**Run 1: placement by cell class**

Scale bar: 20 um.
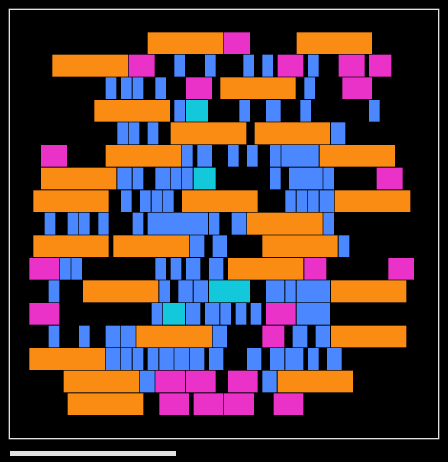
**Run 1: floorplan with the power grid**

Pins as bars on the die edge. Tap cells in gray.
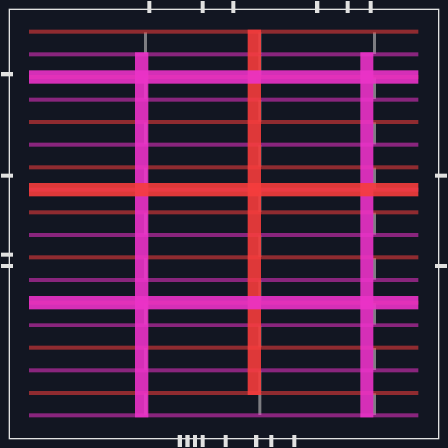
**Run 1: routing congestion map**

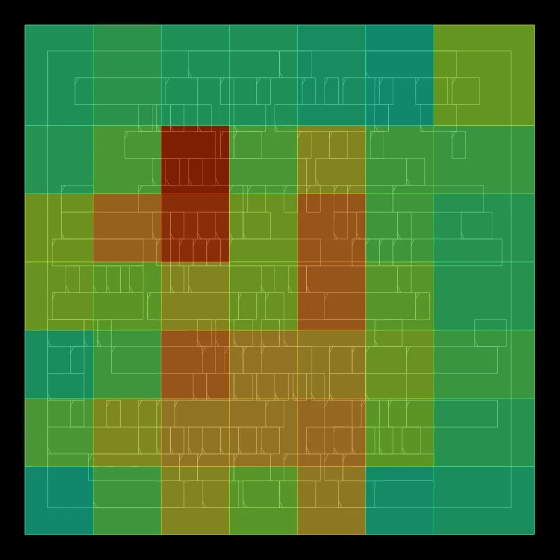
==> src/rtl/resta_serie.sv <==
// Bit-serial N-bit subtractor: d = a - b - b_in, one full-subtractor cell
// and a borrow flip-flop processing one bit per clock, LSB first.
module resta_serie #(
  parameter int unsigned N = 4
) (
  input  logic         clk,
  input  logic         reset,
  input  logic         start,
  input  logic [N-1:0] a,
  input  logic [N-1:0] b,
  input  logic         b_in,
  output logic         busy,
  output logic         done,
  output logic [N-1:0] d,
  output logic         b_out,
  output logic         ovf
);

  localparam int unsigned CW = $clog2(N);

  typedef enum logic [1:0] {
    S_IDLE  = 2'd0,
    S_SHIFT = 2'd1,
    S_DONE  = 2'd2
  } state_t;

  state_t         r_state;
  state_t         w_state_nxt;
  logic [N-1:0]   r_sa;
  logic [N-1:0]   r_sb;
  logic [N-2:0]   r_res;
  logic           r_borrow;
  logic [CW-1:0]  r_cnt;
  logic           r_a_msb;
  logic           r_b_msb;
  logic           r_busy;
  logic           r_done;
  logic [N-1:0]   r_d;
  logic           r_b_out;
  logic           r_ovf;

  logic           w_x;
  logic           w_borrow_nxt;
  logic           w_last;
  logic           w_accept;
  logic [N-1:0]   w_res_nxt;

  // Full-subtractor cell on the current LSBs
  assign w_x          = r_sa[0] ^ r_sb[0] ^ r_borrow;
  assign w_borrow_nxt = (~r_sa[0] & r_sb[0]) | (~(r_sa[0] ^ r_sb[0]) & r_borrow);
  assign w_res_nxt    = {w_x, r_res};
  assign w_last       = (r_cnt == CW'(N - 1));
  assign w_accept     = (r_state == S_IDLE) && start;

  // State register; busy/done registered from the next state
  always_ff @(posedge clk or posedge reset) begin
    if (reset) begin
      r_state <= S_IDLE;
      r_busy  <= 1'b0;
      r_done  <= 1'b0;
    end else begin
      r_state <= w_state_nxt;
      r_busy  <= (w_state_nxt != S_IDLE);
      r_done  <= (w_state_nxt == S_DONE);
    end
  end

  always_comb begin
    w_state_nxt = r_state;
    case (r_state)
      S_IDLE:  if (start)  w_state_nxt = S_SHIFT;
      S_SHIFT: if (w_last) w_state_nxt = S_DONE;
      S_DONE:  w_state_nxt = S_IDLE;
      default: w_state_nxt = S_IDLE;
    endcase
  end

  // Operand shift registers, borrow chain and partial result
  always_ff @(posedge clk or posedge reset) begin
    if (reset) begin
      r_sa     <= '0;
      r_sb     <= '0;
      r_res    <= '0;
      r_borrow <= 1'b0;
      r_cnt    <= '0;
      r_a_msb  <= 1'b0;
      r_b_msb  <= 1'b0;
    end else if (w_accept) begin
      r_sa     <= a;
      r_sb     <= b;
      r_res    <= '0;
      r_borrow <= b_in;
      r_cnt    <= '0;
      r_a_msb  <= a[N-1];
      r_b_msb  <= b[N-1];
    end else if (r_state == S_SHIFT) begin
      r_sa     <= {1'b0, r_sa[N-1:1]};
      r_sb     <= {1'b0, r_sb[N-1:1]};
      r_res    <= w_res_nxt[N-1:1];
      r_borrow <= w_borrow_nxt;
      r_cnt    <= r_cnt + CW'(1);
    end
  end

  // Visible results only change on the edge that processes the last bit
  always_ff @(posedge clk or posedge reset) begin
    if (reset) begin
      r_d     <= '0;
      r_b_out <= 1'b0;
      r_ovf   <= 1'b0;
    end else if ((r_state == S_SHIFT) && w_last) begin
      r_d     <= w_res_nxt;
      r_b_out <= w_borrow_nxt;
      r_ovf   <= (r_a_msb ^ r_b_msb) & (r_a_msb ^ w_x);
    end
  end

  assign busy  = r_busy;
  assign done  = r_done;
  assign d     = r_d;
  assign b_out = r_b_out;
  assign ovf   = r_ovf;

endmodule

==> config.mk <==
export PLATFORM = sky130hd
export DESIGN_NAME = resta_serie
export DESIGN_NICKNAME = d
export VERILOG_FILES = /design/src/rtl/resta_serie.sv
export SDC_FILE = /design/constraint.sdc
export NUM_CORES = 1
export LEC_CHECK = 0
export ABC_AREA = 1
export CAP_MARGIN = 20
export CORE_MARGIN = 2
export CORE_UTILIZATION = 50
export CTS_CLUSTER_SIZE = 12
export DETAILED_ROUTE_END_ITERATION = 12
export MAX_ROUTING_LAYER = met4
export PLACE_DENSITY = 0.76
export SKIP_LAST_GASP = 1
export SLEW_MARGIN = 20
export SYNTH_ARGS = -nofsm -noshare
export SYNTH_HDL_FRONTEND = slang
export SYNTH_SLANG_ARGS = --single-unit
==> constraint.sdc <==
create_clock -name clk -period 1.5 [get_ports clk]
set_input_delay 0.3 -clock clk [delete_from_list [all_inputs] [get_ports clk]]
set_output_delay 0.3 -clock clk [all_outputs]
set_load 0.02 [all_outputs]
==> run notes, run 1 <==
The run finished with clean final reports. The DRC violation total left in the routed layout is recorded as 0. The multi-input combinational cells in the finished layout cover a total of 413 um2.

The count of buffers added on input and output ports is 19. The power report attributes to the sequential group a share of 43.8%. Measured against the total synthesized area, the mux share comes to 0%. STA classifies the critical path endpoint as a flip-flop. Slew at the pin with the worst max-slew slack: 0.322 ns. The number of global-route vias before repair was 865. Leaving out filler cells and counting taps, the final layout contains 175.

Data arrives at the worst endpoint at 1.65 ns. Overall die height: 51.6 um. Summed over all combinational cells, the power is 1.17 mW. Measured along the x axis, the die boundary spans 51.6 um. Family of cells with the greatest summed delay on the critical path: adder cells. The number of ordinary and repair buffers in the finished layout came out at 22. In this run the worst path has a maximum fanout of 4.

Ranking logic cells in the layout by count gives the top entries nand2_1 (46), nand3_1 (28), dfrtp_1 (26), clkdlybuf4s50_1 (11), dlygate4sd2_1 (8). The biggest slice of the total power is consumed by sequential cells. In the final design database the tool counted 162 nets. The top cell type by area accounts for 57.5% of the synthesized area. For the worst-skew pair, the clock arrives at the later sink with an insertion delay of 0.33 ns. Via count normalized by instance count: 5.24. The most area-hungry cell type in the Yosys netlist was dfrtp_1. Averaged over all synthesized cells, the footprint is 9.06 um2.

The largest clock skew in the final design is 0.00696 ns, and the peak ir drop on the vdd network is 1080 uV. The cell repeated most along the worst path is nand2_1. The run gives 709 MHz as the maximum clock rate. The run gives 0 as the number of max-cap violations. The largest incremental delay on the critical path was 0.62 ns. Number of buffers on the longest clock path: 2.

Counting flops with a built-in enable in the synthesized netlist gives 0. Power comes to 2.71 mW. After synthesis the cells add up to 0.00113 mm2. The critical path required time was 1.74 ns.

Routability-driven placement finished with a final weighted congestion of 0.805. Of all flip-flops after synthesis, the portion carrying an async set or reset was 100%. The final tally of setup violations is 0. The detail route stage leaves a number of antenna-violating nets equal to 0.

In the floorplan report the effective utilization is 52.2%. For the sequential cell count, the log shows 26. According to the CTS report, the clock sink count is 26.

Setup repair after global routing left no endpoint under its margin. The layout contains a multi-input combinational cell count of 86.
-- 'placement by cell class' (at the start) --
Key: flip-flops = orange [cells 26, share of their area 49%]; other buffers and delay cells = magenta [cells 22, share of their area 15%]; clock drivers and dummy loads = cyan [cells 4, share of their area 2.7%]; all other logic = blue [cells 95, share of their area 33%]
Finished Core Util: 63.2%
final cell area excluding filler cells: 0.00137 mm2
share of cell area taken by flip-flops and latches: 47.4%
CORE AREA: 0.00217 mm2

-- 'floorplan with the power grid' (at the start) --
Key: VSS = magenta; VDD = red
3 straps on met4. 20 signal pins sit on the boundary. The core has 17 rows. 3 straps on met5. 18 met1 rails follow the rows.

-- 'routing congestion map' (at the start) --
Total Routing Usage GR: 19.4%
global-route layer with the greatest usage: met2
average wire per standard cell: 12.5 um
met3 track demand over resource in global routing: 3.45%

**Run 1: sequential cells colored by netlist name**

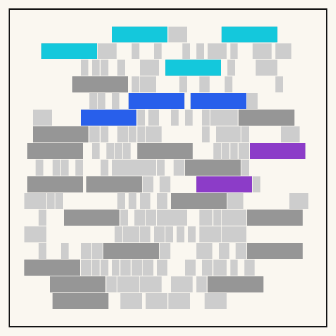

==> run 1 -> run 2 <==
--- a/config.mk
+++ b/config.mk
@@ -10,3 +10,3 @@
 export CORE_MARGIN = 2
-export CORE_UTILIZATION = 50
+export CORE_UTILIZATION = 35
 export CTS_CLUSTER_SIZE = 12
@@ -14,3 +14,2 @@
 export MAX_ROUTING_LAYER = met4
-export PLACE_DENSITY = 0.76
 export SKIP_LAST_GASP = 1
--- a/constraint.sdc
+++ b/constraint.sdc
@@ -3,2 +3,2 @@
 set_output_delay 0.3 -clock clk [all_outputs]
-set_load 0.02 [all_outputs]
+set_load 0.01 [all_outputs]
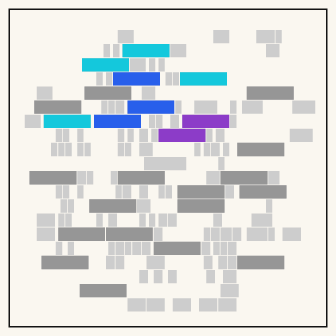
**Above:** run 2 (sequential cells colored by netlist name).
Key: `r_cnt` = purple [placed flops 2]; `r_res` = blue [placed flops 3]; `d` = cyan [placed flops 4]
Another 17 sequential cells are not colored.
share of cell area taken by flip-flops and latches: 46.9%
Reg area: 651 um2
P_seq: 1.18 mW
Finished Core Util: 45.1%

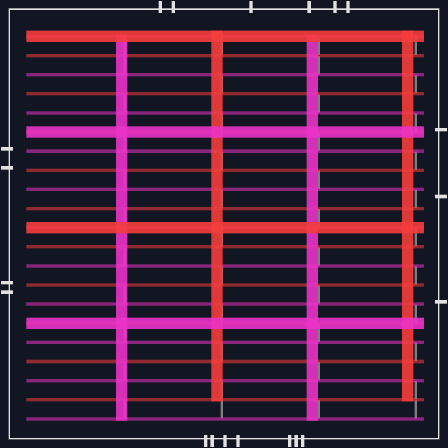
**Above:** run 2 (floorplan with the power grid).
Pins as bars on the die edge. Tap cells in gray.
Key: VSS = magenta; VDD = red
The core has 20 rows. 4 straps on met5. 20 signal pins sit on the boundary.
Max rail drop VDD: 638 uV
CORE AREA: 0.00308 mm2
Chip Width: 60.9 um

==> run 2 against run 1 <==
Sequential share of layout area shrank 0.56 points. Final cell count grew 8.6%. Routed wire length grew 0.50%. Total power shrank 4.4%. Clock power shrank 22%. Area after synthesis is the same. Clock skew shrank 0.0020 ns. Count of clock-buffer cells in the layout shrank 1. Hold slack gained 0.017 ns. Fmax is essentially flat. Global-route usage shrank 4.5 points. Combinational power shrank 3%. Critical endpoint unchanged.
==> run notes, run 2 <==
The number of port buffers works out to 19. The final layout contains routed wiring with a total length of 2.19 mm. The synthesis report lists the most area-consuming cells as dfrtp_1 (57%), nand2_1 (15%), nand3_1 (12%). Per the synthesis report, the AND-OR/OR-AND share of the synthesized area is 0.884%. Routed length on met2: 1.09 mm. The top power group is sequential cells.

The clock passes through at most 2 buffers. In this run the most used layer during global routing was met2. The fraction of area in clock buffers and inverters works out to 1.62%.

The run gives 0.00113 mm2 for the Yosys chip area. The tools report the kind of capture point of the worst setup path as a flip-flop. Per the detail_route log, the uppermost layer with routed signals is met4. In this run, synthesis inferred 0 flip-flops with an integrated enable.

In this design, the critical path's most frequently occurring cell is nand2_1. The top cell types in the final layout, fill and taps aside, are nand2_1 (46), nand3_1 (28), dfrtp_1 (26), clkdlybuf4s50_1 (11), inv_1 (7). Derived from the worst setup path, the maximum achievable clock frequency is 709 MHz. Setup slack closes at 0.0900 ns.

Post-CTS timing repair inserted 0 buffers for setup. Worst min-delay path category: in2async. The run gives 0.31 ns for the clock latency of the later-clocked register in the worst-skew pair. For the setup slack of the worst register-to-register path, the log shows 0.09 ns. Leaving out buffers and inverters, the combinational logic in the layout accounts for 415 um2. The script extracted a total leakage power of 0.733 nW. The slew check shows that the tightest pin keeps a relative margin of 78.2%. The area added between synthesis and finish is 22.5%. The run gives 0 as the post-cts hold-fix buffer tally.

After synthesis, flip-flops and latches occupy 57.5% of the total area. Among all cell classes, the greatest summed area belongs to flip-flops and latches. The fraction of power spent switching nets is 40.5%.

Slowest library cell on the worst path: fa_2. The worst setup path is of the reg2reg kind. The routed layout reports a DRC error count of 0.

For this run, the number of standard cells in the final layout without fillers is 190. For the worst setup path, the data required time is 1.71 ns. CTS placed an instance of clkbuf_4 at the clock tree root.

Global routing finished with a remaining overflow of 0. Subtracting the final worst setup slack from the clock period gives 1.41 ns. Once detail routing completed, the nets flagged for antenna violations numbered 0. The analysis attributes to net switching a power of 1.05 mW. The xor/xnor cell area share of the yosys netlist is 0%. The mux cell area share after synthesis works out to 0%. Setup repair after global routing could not meet its margin everywhere. The most area-hungry cell type in the Yosys netlist was dfrtp_1.

Measured in cells, the most critical reg-to-reg path has a length of 6. STA classifies the critical path startpoint as a flip-flop. Per the synth stats, the proportion of register bits with asynchronous set or reset is 100%. With fillers left out, the area of the finished cells amounts to 0.00139 mm2. For the power consumed by combinational cells, the log shows 1.13 mW. The final estimated routing congestion in global placement was 0.789.

The share of total power in the clock network was 10.8%. TritonCTS built the clock tree. Before placement the cells fill 36.8% of the core.

Of the total synthesized cell area, the portion taken by full adders, half adders and majority gates is 2.87%. The first global-routing pass estimated 3.96 mm of wire. After synthesis, the largest area contributor takes up 57.5% of total cell area. The final timing report lists a max-slew violation count of 0. Grouping stages by cell kind, the critical path spends the most delay in adder cells. According to the floorplan report, the total die area is 0.00371 mm2. The share of total power in combinational logic is 43.5%, and the largest clock skew in the final design is 0.00499 ns.

In the finished design the tool counted flip-flops and latches totalling 26. The plain and repair buffers instantiated in the layout total 22. Yosys stat counts 125 cells in the synthesized netlist. For the number of global-route vias before repair, the log shows 905.

The power report attributes to the sequential group a share of 45.7%. In this design, the stage delay of the slowest critical-path cell is 0.63 ns. After routing, the total negative slack on setup checks comes to 0 ns. Synthesis produced 125 cells. The clock-net power was 0.281 mW. The pin closest to its max-slew limit shows a slew of 0.328 ns. The run finished with clean final reports.

The worst path buffer plus inverter count was 0; the total half-perimeter wirelength after legalization and detailed placement was 1.58 mm. The routed length on met3 was 50 um; the data arrival time of the critical path was 1.62 ns. The final tally of setup violations was 0; the number of clock sinks was 26. The run gives 4 for the highest net fanout along the worst path. The average size of a mapped cell was 9.06 um2; the sum of internal, switching and leakage power was 2.59 mW.

The final net count came out at 162. The number of multi-input combinational cells in the layout is 86. The via count normalized by instance count is 4.62. Of the available clock period, the critical path in the final layout requires 94.0%.

Per the layout report, the design carries 9 non-clock inverters. The number of max-cap violations is 0. The floorplan has 20 rows. Summing every instance area after synthesis gives 0.00113 mm2. The clock buffers instantiated in the layout total 3.
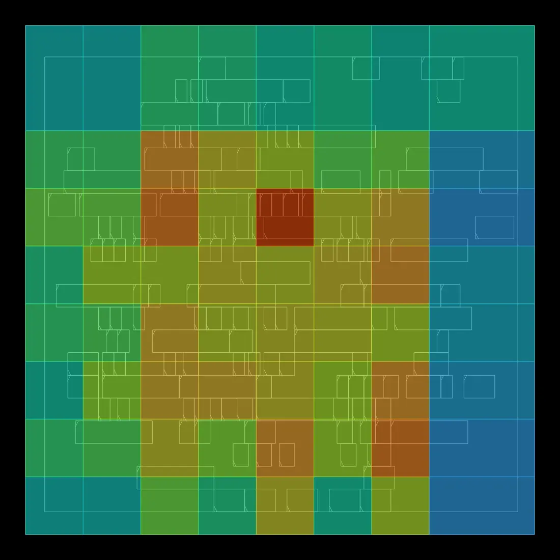
**Above:** run 2 (routing congestion map).
met3 track demand over resource in global routing: 1.92%
Total Routing Usage GR: 14.9%
average wire per standard cell: 11.5 um

Power and IR drop assume default switching activity.
